File: src/rtl/wb_commit_if.sv
// MEM/WB pipeline-register bundle consumed by the write-back commit stage.
// The master modport drives the bundle; the commit stage takes the slave side.
interface wb_commit_if;
   logic [31:0] wr_dout;
   logic [31:0] wr_result;
   logic [31:0] wr_HL;
   logic [63:0] wr_mult;
   logic [31:0] wr_busA_mux2;
   logic [31:0] wr_busB_mux2;
   logic [31:0] wr_cp0_dout;
   logic [31:0] wr_pc;
   logic [4:0]  wr_rw;
   logic [4:0]  wr_cs;
   logic [2:0]  wr_sel;
   logic [5:0]  wr_op;
   logic [1:0]  wr_memtoreg;
   logic [2:0]  wr_cp0op;
   logic        wr_regWr;
   logic        wr_multWr;
   logic        wr_Highin;
   logic        wr_Lowin;

   modport master (
      output wr_dout, wr_result, wr_HL, wr_mult, wr_busA_mux2, wr_busB_mux2,
             wr_cp0_dout, wr_pc, wr_rw, wr_cs, wr_sel, wr_op, wr_memtoreg,
             wr_cp0op, wr_regWr, wr_multWr, wr_Highin, wr_Lowin
   );

   modport slave (
      input  wr_dout, wr_result, wr_HL, wr_mult, wr_busA_mux2, wr_busB_mux2,
             wr_cp0_dout, wr_pc, wr_rw, wr_cs, wr_sel, wr_op, wr_memtoreg,
             wr_cp0op, wr_regWr, wr_multWr, wr_Highin, wr_Lowin
   );
endinterface

File: src/rtl/wb_commit.sv
// Write-back commit stage: GPR write port with load extraction, HI/LO, CP0 Status/Cause/EPC.
// Define WB_COUNT_EN to add the free-running CP0 Count register (cs 9).
module wb_commit #(
   parameter logic [31:0] STATUS_RST   = 32'h0000_FF00,
   parameter logic [4:0]  SYSCALL_CODE = 5'd8
) (
   input  logic         clk,
   input  logic         rst,
   wb_commit_if.slave   wr,
   input  logic [4:0]   cp0_rcs,
   output logic         rf_we,
   output logic [4:0]   rf_waddr,
   output logic [31:0]  rf_wdata,
   output logic [31:0]  hi,
   output logic [31:0]  lo,
   output logic [31:0]  hi_byp,
   output logic [31:0]  lo_byp,
   output logic [31:0]  cp0_rdata,
   output logic [31:0]  epc_out,
   output logic         exl
);

   localparam logic [5:0] OP_LB  = 6'h20;
   localparam logic [5:0] OP_LH  = 6'h21;
   localparam logic [5:0] OP_LW  = 6'h23;
   localparam logic [5:0] OP_LBU = 6'h24;
   localparam logic [5:0] OP_LHU = 6'h25;

   localparam logic [2:0] CP0_MTC0    = 3'b010;
   localparam logic [2:0] CP0_ERET    = 3'b011;
   localparam logic [2:0] CP0_SYSCALL = 3'b100;

   localparam logic [4:0] CS_COUNT  = 5'd9;
   localparam logic [4:0] CS_STATUS = 5'd12;
   localparam logic [4:0] CS_CAUSE  = 5'd13;
   localparam logic [4:0] CS_EPC    = 5'd14;

   logic [31:0] hi_q, hi_d, lo_q, lo_d;
   logic [31:0] status_q, status_d;
   logic [31:0] cause_q, cause_d;
   logic [31:0] epc_q, epc_d;
   logic        mtc0_en;
   logic [1:0]  byte_a;
   logic [7:0]  ld_byte;
   logic [15:0] ld_half;
   logic [31:0] ld_data;

   assign mtc0_en = ~rst & (wr.wr_cp0op == CP0_MTC0) & (wr.wr_sel == 3'd0);

   // GPR write port
   assign rf_we    = ~rst & wr.wr_regWr & (wr.wr_rw != 5'd0);
   assign rf_waddr = wr.wr_rw;

   assign byte_a  = wr.wr_result[1:0];
   assign ld_byte = 8'(wr.wr_dout >> {byte_a, 3'b000});
   assign ld_half = byte_a[1] ? wr.wr_dout[31:16] : wr.wr_dout[15:0];

   always_comb begin
      ld_data = wr.wr_dout;
      case (wr.wr_op)
         OP_LB:   ld_data = {{24{ld_byte[7]}}, ld_byte};
         OP_LBU:  ld_data = {24'd0, ld_byte};
         OP_LH:   ld_data = {{16{ld_half[15]}}, ld_half};
         OP_LHU:  ld_data = {16'd0, ld_half};
         OP_LW:   ld_data = wr.wr_dout;
         default: ld_data = wr.wr_dout;
      endcase
   end

   always_comb begin
      rf_wdata = wr.wr_result;
      case (wr.wr_memtoreg)
         2'd0: rf_wdata = wr.wr_result;
         2'd1: rf_wdata = ld_data;
         2'd2: rf_wdata = wr.wr_HL;
         2'd3: rf_wdata = wr.wr_cp0_dout;
         default: rf_wdata = wr.wr_result;
      endcase
   end

   // HI/LO next state doubles as the forwarding value, so it also reflects reset.
   always_comb begin
      hi_d = hi_q;
      lo_d = lo_q;
      if (rst) begin
         hi_d = '0;
         lo_d = '0;
      end else if (wr.wr_multWr) begin
         hi_d = wr.wr_mult[63:32];
         lo_d = wr.wr_mult[31:0];
      end else begin
         if (wr.wr_Highin) hi_d = wr.wr_busA_mux2;
         if (wr.wr_Lowin)  lo_d = wr.wr_busA_mux2;
      end
   end

   always_ff @(posedge clk) begin
      if (rst) begin
         hi_q <= '0;
         lo_q <= '0;
      end else begin
         hi_q <= hi_d;
         lo_q <= lo_d;
      end
   end

   assign hi     = hi_q;
   assign lo     = lo_q;
   assign hi_byp = hi_d;
   assign lo_byp = lo_d;

   always_comb begin
      status_d = status_q;
      cause_d  = cause_q;
      epc_d    = epc_q;
      if (!rst) begin
         case (wr.wr_cp0op)
            CP0_MTC0: begin
               if (wr.wr_sel == 3'd0) begin
                  case (wr.wr_cs)
                     CS_STATUS: status_d = wr.wr_busB_mux2;
                     CS_CAUSE:  cause_d[9:8] = wr.wr_busB_mux2[9:8];
                     CS_EPC:    epc_d = wr.wr_busB_mux2;
                     default:   ;
                  endcase
               end
            end
            CP0_ERET: status_d[1] = 1'b0;
            CP0_SYSCALL: begin
               epc_d        = wr.wr_pc;
               cause_d[6:2] = SYSCALL_CODE;
               status_d[1]  = 1'b1;
            end
            default: ;
         endcase
      end
   end

   always_ff @(posedge clk) begin
      if (rst) begin
         status_q <= STATUS_RST;
         cause_q  <= '0;
         epc_q    <= '0;
      end else begin
         status_q <= status_d;
         cause_q  <= cause_d;
         epc_q    <= epc_d;
      end
   end

`ifdef WB_COUNT_EN
   logic [31:0] count_q, count_d;

   // A committing mtc0 to Count wins over that cycle's increment.
   always_comb begin
      count_d = count_q + 32'd1;
      if (mtc0_en && (wr.wr_cs == CS_COUNT)) count_d = wr.wr_busB_mux2;
   end

   always_ff @(posedge clk) begin
      if (rst) count_q <= '0;
      else     count_q <= count_d;
   end
`endif

   always_comb begin
      cp0_rdata = '0;
      case (cp0_rcs)
         CS_STATUS: cp0_rdata = status_q;
         CS_CAUSE:  cp0_rdata = cause_q;
         CS_EPC:    cp0_rdata = epc_q;
`ifdef WB_COUNT_EN
         CS_COUNT:  cp0_rdata = count_q;
`endif
         default:   cp0_rdata = '0;
      endcase
      // Same-cycle mtc0 to the register being read in MEM is forwarded.
      if (mtc0_en && (wr.wr_cs == cp0_rcs)) begin
         case (cp0_rcs)
            CS_STATUS: cp0_rdata = wr.wr_busB_mux2;
            CS_CAUSE:  cp0_rdata = {cause_q[31:10], wr.wr_busB_mux2[9:8], cause_q[7:0]};
            CS_EPC:    cp0_rdata = wr.wr_busB_mux2;
`ifdef WB_COUNT_EN
            CS_COUNT:  cp0_rdata = wr.wr_busB_mux2;
`endif
            default:   ;
         endcase
      end
   end

   assign epc_out = epc_q;
   assign exl     = status_q[1];

endmodule

File: src/flat_wrapper.sv
// flat-port wrapper written by rule: the top's interface ports become plain ports
module wb_commit_flat 
#(
   parameter logic [31:0] STATUS_RST   = 32'h0000_FF00,
   parameter logic [4:0]  SYSCALL_CODE = 5'd8
)
  (clk, rst, cp0_rcs, rf_we, rf_waddr, rf_wdata, hi, lo, hi_byp, lo_byp, cp0_rdata, epc_out, exl, wr_wr_dout, wr_wr_result, wr_wr_HL, wr_wr_mult, wr_wr_busA_mux2, wr_wr_busB_mux2, wr_wr_cp0_dout, wr_wr_pc, wr_wr_rw, wr_wr_cs, wr_wr_sel, wr_wr_op, wr_wr_memtoreg, wr_wr_cp0op, wr_wr_regWr, wr_wr_multWr, wr_wr_Highin, wr_wr_Lowin);
  wb_commit_if wr_i ();
  input  logic clk;
  input  logic rst;
  input  logic [4:0] cp0_rcs;
  output logic rf_we;
  output logic [4:0] rf_waddr;
  output logic [31:0] rf_wdata;
  output logic [31:0] hi;
  output logic [31:0] lo;
  output logic [31:0] hi_byp;
  output logic [31:0] lo_byp;
  output logic [31:0] cp0_rdata;
  output logic [31:0] epc_out;
  output logic exl;
  input wire logic [$bits(wr_i.wr_dout)-1:0] wr_wr_dout;
  input wire logic [$bits(wr_i.wr_result)-1:0] wr_wr_result;
  input wire logic [$bits(wr_i.wr_HL)-1:0] wr_wr_HL;
  input wire logic [$bits(wr_i.wr_mult)-1:0] wr_wr_mult;
  input wire logic [$bits(wr_i.wr_busA_mux2)-1:0] wr_wr_busA_mux2;
  input wire logic [$bits(wr_i.wr_busB_mux2)-1:0] wr_wr_busB_mux2;
  input wire logic [$bits(wr_i.wr_cp0_dout)-1:0] wr_wr_cp0_dout;
  input wire logic [$bits(wr_i.wr_pc)-1:0] wr_wr_pc;
  input wire logic [$bits(wr_i.wr_rw)-1:0] wr_wr_rw;
  input wire logic [$bits(wr_i.wr_cs)-1:0] wr_wr_cs;
  input wire logic [$bits(wr_i.wr_sel)-1:0] wr_wr_sel;
  input wire logic [$bits(wr_i.wr_op)-1:0] wr_wr_op;
  input wire logic [$bits(wr_i.wr_memtoreg)-1:0] wr_wr_memtoreg;
  input wire logic [$bits(wr_i.wr_cp0op)-1:0] wr_wr_cp0op;
  input wire logic [$bits(wr_i.wr_regWr)-1:0] wr_wr_regWr;
  input wire logic [$bits(wr_i.wr_multWr)-1:0] wr_wr_multWr;
  input wire logic [$bits(wr_i.wr_Highin)-1:0] wr_wr_Highin;
  input wire logic [$bits(wr_i.wr_Lowin)-1:0] wr_wr_Lowin;
  assign wr_i.wr_dout = wr_wr_dout;
  assign wr_i.wr_result = wr_wr_result;
  assign wr_i.wr_HL = wr_wr_HL;
  assign wr_i.wr_mult = wr_wr_mult;
  assign wr_i.wr_busA_mux2 = wr_wr_busA_mux2;
  assign wr_i.wr_busB_mux2 = wr_wr_busB_mux2;
  assign wr_i.wr_cp0_dout = wr_wr_cp0_dout;
  assign wr_i.wr_pc = wr_wr_pc;
  assign wr_i.wr_rw = wr_wr_rw;
  assign wr_i.wr_cs = wr_wr_cs;
  assign wr_i.wr_sel = wr_wr_sel;
  assign wr_i.wr_op = wr_wr_op;
  assign wr_i.wr_memtoreg = wr_wr_memtoreg;
  assign wr_i.wr_cp0op = wr_wr_cp0op;
  assign wr_i.wr_regWr = wr_wr_regWr;
  assign wr_i.wr_multWr = wr_wr_multWr;
  assign wr_i.wr_Highin = wr_wr_Highin;
  assign wr_i.wr_Lowin = wr_wr_Lowin;
  wb_commit #(.STATUS_RST(STATUS_RST), .SYSCALL_CODE(SYSCALL_CODE)) u_core (.clk(clk), .rst(rst), .wr(wr_i), .cp0_rcs(cp0_rcs), .rf_we(rf_we), .rf_waddr(rf_waddr), .rf_wdata(rf_wdata), .hi(hi), .lo(lo), .hi_byp(hi_byp), .lo_byp(lo_byp), .cp0_rdata(cp0_rdata), .epc_out(epc_out), .exl(exl));
endmodule
File: config.mk
export PLATFORM = sky130hd
export DESIGN_NAME = wb_commit_flat
export DESIGN_NICKNAME = d
export VERILOG_FILES = /design/src/rtl/wb_commit_if.sv /design/src/rtl/wb_commit.sv /design/src/flat_wrapper.sv
export SDC_FILE = /design/constraint.sdc
export NUM_CORES = 1
export LEC_CHECK = 0
export CAP_MARGIN = 20
export CORE_AREA = 2 2 217 219
export CTS_CLUSTER_DIAMETER = 150
export DETAILED_ROUTE_END_ITERATION = 7
export DIE_AREA = 0 0 219 221
export PLACE_DENSITY = 0.55
export SYNTH_ARGS = -nofsm -noshare
export SYNTH_HDL_FRONTEND = slang
export SYNTH_SLANG_ARGS = --single-unit
File: constraint.sdc
create_clock -name clk -period 3.9 [get_ports clk]
set_clock_uncertainty 0.15 [all_clocks]
set_input_delay 0.78 -clock clk [delete_from_list [all_inputs] [get_ports clk]]
set_output_delay 0.78 -clock clk [all_outputs]
set_load 0.005 [all_outputs]
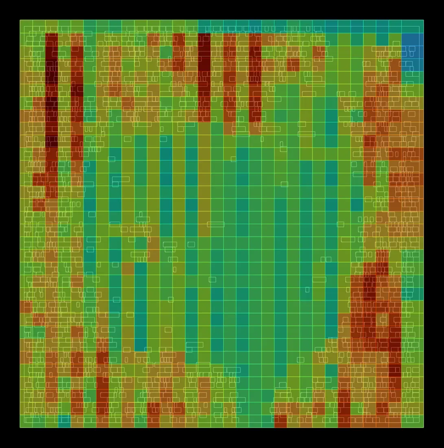
Figure 1: routing congestion.
Routed WL per cell: 21.5 um
grt met3 use: 0.0731
layer with the highest usage: met2

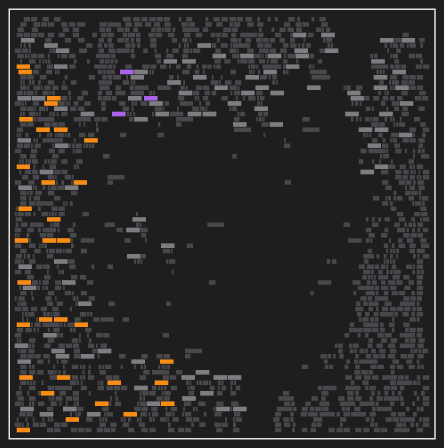
Figure 2: sequential cells coloured by netlist name.
Other sequential cells in the stronger grey, the rest of the logic in the fainter grey.
`u_core.hi`: marked orange, flops 32, where a column on the left. `u_core.cause_q`: marked purple, flops 3.
Another 96 sequential cells are not coloured.

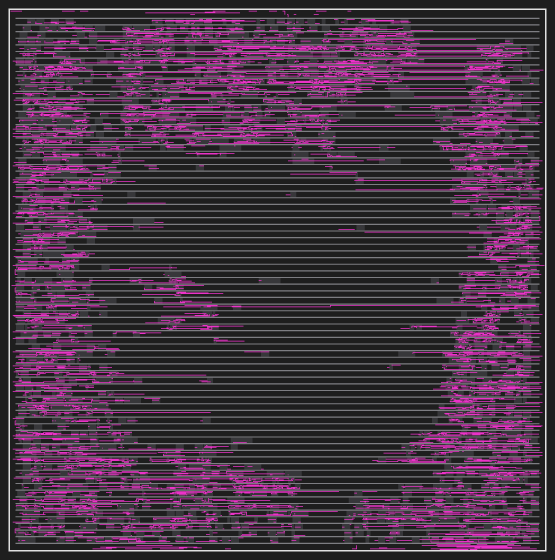
Figure 3: met1 routing.
Supply wires on this layer in grey.
The layer carries 17,700 um of wire. The longest straight run is 84.0 um. The wires run mostly horizontal. 1,727 nets have wire on it.

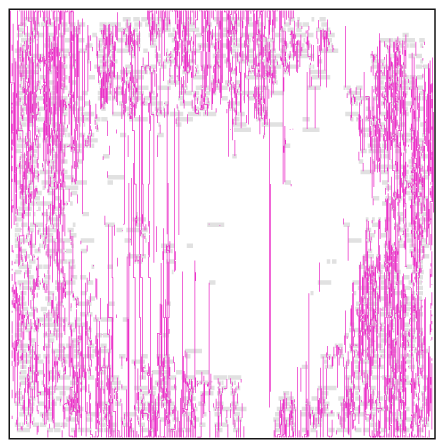
Figure 4: signal wires on met2.
The layer holds 51% of the routed length. The longest straight run is 149 um.

==> flow_metrics.tcl <==
# metrics dict for downstream scripts
set metrics [dict create \
    status "finished, final reports clean" \
    critPathRequiredTime_ns 2.97 \
    synth_flops 131 \
    tool_warning_count 31 \
    placement.io_buffers 553 \
    detail_route.first_pass.iterations 6 \
    fp.dieArea_um2 48400 \
    maxClockFrequency_mhz 259 \
    fp_util 0.176 \
    total_power_consumption_mw 4.29 \
    drt_iter0_drc 600 \
    peakVddDrop_mv 0.314 \
    highest-signal-layer "met5" \
    met2_usage 0.348 \
    criticalPathCategory "primary input to primary output" \
    die_x_um 219 \
    power-per-cell-area_nw_per_um2 276 \
    enable_flop_cells 0 \
    cellLeakagePower_nw 6.06 \
    synth-seq-area-share 0.324 \
    drt.antenna.violating_nets 0 \
    grt.met1_usage 0.196 \
    grt_antenna_before_repair 14 \
    cts.reportedPaths.clkPinSlew_ns 0.07 \
    tritoncts_clock_tree "done" \
    fin_tns_setup_ns 0 \
    cts_max_path_buffers 2 \
    timing.critical_path.from_type "primary input" \
    fraction_of_post_synthesis_cell_area_in_the_top_cell_type_by_area 0.324 \
    drc 0 \
    detailroute.wirelength.met3_um 4140 \
    core_area_um2 46100 \
    cts-htree-levels 4 \
    yosys_warnings 0 \
    clock_latency_ns 0.46 \
    lay_top_count "sky130_fd_sc_hd__clkdlybuf4s50_1" \
    timing.critical_path.slowest_stage_cell "sky130_fd_sc_hd__or4b_4" \
    layout_top_cells "sky130_fd_sc_hd__clkdlybuf4s50_1, sky130_fd_sc_hd__nor2_1, sky130_fd_sc_hd__dfxtp_1, sky130_fd_sc_hd__a21oi_1, sky130_fd_sc_hd__nand2_1" \
    largest_area_cell "sky130_fd_sc_hd__dfxtp_1" \
    grt_start_max_net_pins 168 \
    cpPeakStageDelay_ns 0.55 \
    cp_cell_sequence "dlygate4sd2_1 > or4b_4 > buf_12 > buf_16 > buf_4 > nor3_1 > a211oi_1 > o22a_1 > clkdlybuf4s50_1" \
    post_cts.resized_instances 174 \
    std_cell_rows 79 \
    synth_area_per_cell_um2 7.71 \
    synth.yosys.num_cells 1051 \
    synth_instances 1051 \
    rrSetupSlack_ns 2.78 \
    drive_gt1_frac 0.156 \
    grt.overflow.total 0 \
    floorplan.die.height_um 221 \
    worst-path-max-fanout 8 \
    numClockSinks 131 \
    final_min_period_over_clock_period 0.988 \
    fp_nets 1374 \
    critical_path_buf_inv_count 5 \
    viasPerCell 4.61 \
    critical_path.top_delay_family "buffers and inverters" \
    wirelength_um 48300 \
    fin_worst_hold_slack_ns 0.305 \
    routabilityCongestion 0.905 \
    met2_wirelength_um 24700 \
    timing.final.hold_violations 0 \
    num-fill-cells 4910 \
    syn_area_um2 8100 \
    drt-met1-wl_um 17700 \
]
-- where the power goes --
part | leakage, nW | total [mW] | internal, mW | switching, mW
Combinational | 4.71 | 1.20 | 0.720 | 0.480
Clock | 0.275 | 1.65 | 0.894 | 0.753
Sequential | 1.07 | 1.44 | 1.40 | 0.0399
Total | 6.06 | 4.29 | 3.01 | 1.27
-- cells by family after synthesis --
| logic type | Yosys count | synth area share |
|---|---|---|
| buffers and inverters | 106 | 0.0547 |
| DFF | 131 | 0.324 |
| muxes | 97 | 0.147 |
| and+or+nand+nor | 452 | 0.248 |
| xor gates and xnor gates | 5 | 0.00541 |
| AOI/OAI and AO/OA | 260 | 0.220 |
-- area by class of cell --
type	count	area (um2)	share of cell area
clock buffer	17	425	0.0274
antenna	10	25.0	0.00161
multi-input combinational	814	5170	0.333
tap	607	759	0.0488
sequential	131	2620	0.169
inverter	1	3.75	0.000241
clock inverter	15	146	0.00942
timing repair buffer	649	6390	0.411
-- worst paths after layout --
| path | start | cells after the start | endpoint |
|---|---|---|---|
| setup reg to reg | u_core.hi[29] | 4 | u_core.hi[29] |
| setup / recovery | wr_wr_op[1] | 9 | rf_wdata[0] |
| hold / removal | u_core.status_q[28] | 2 | u_core.status_q[28] |
| hold reg to reg | u_core.status_q[28] | 2 | u_core.status_q[28] |
-- sequential cells by signal, summed over array words and instances, names as in the netlist --
signal / count
u_core.cause_q: 3
u_core.epc_out: 32
u_core.hi: 32
u_core.lo: 32
u_core.status_q: 32
-- metrics by stage --
stage	util	setup slack, ns	instance area, um2
final	0.338	0.0450	15500
after global routing	0.337	0.000195	15500
after CTS	0.338	-0.000736	15600
after detailed placement	0.318	-0.333	14700
after global placement	0.318	-0.325	14700
after floorplan	-	0.618	8100
Power and IR drop assume default switching activity.
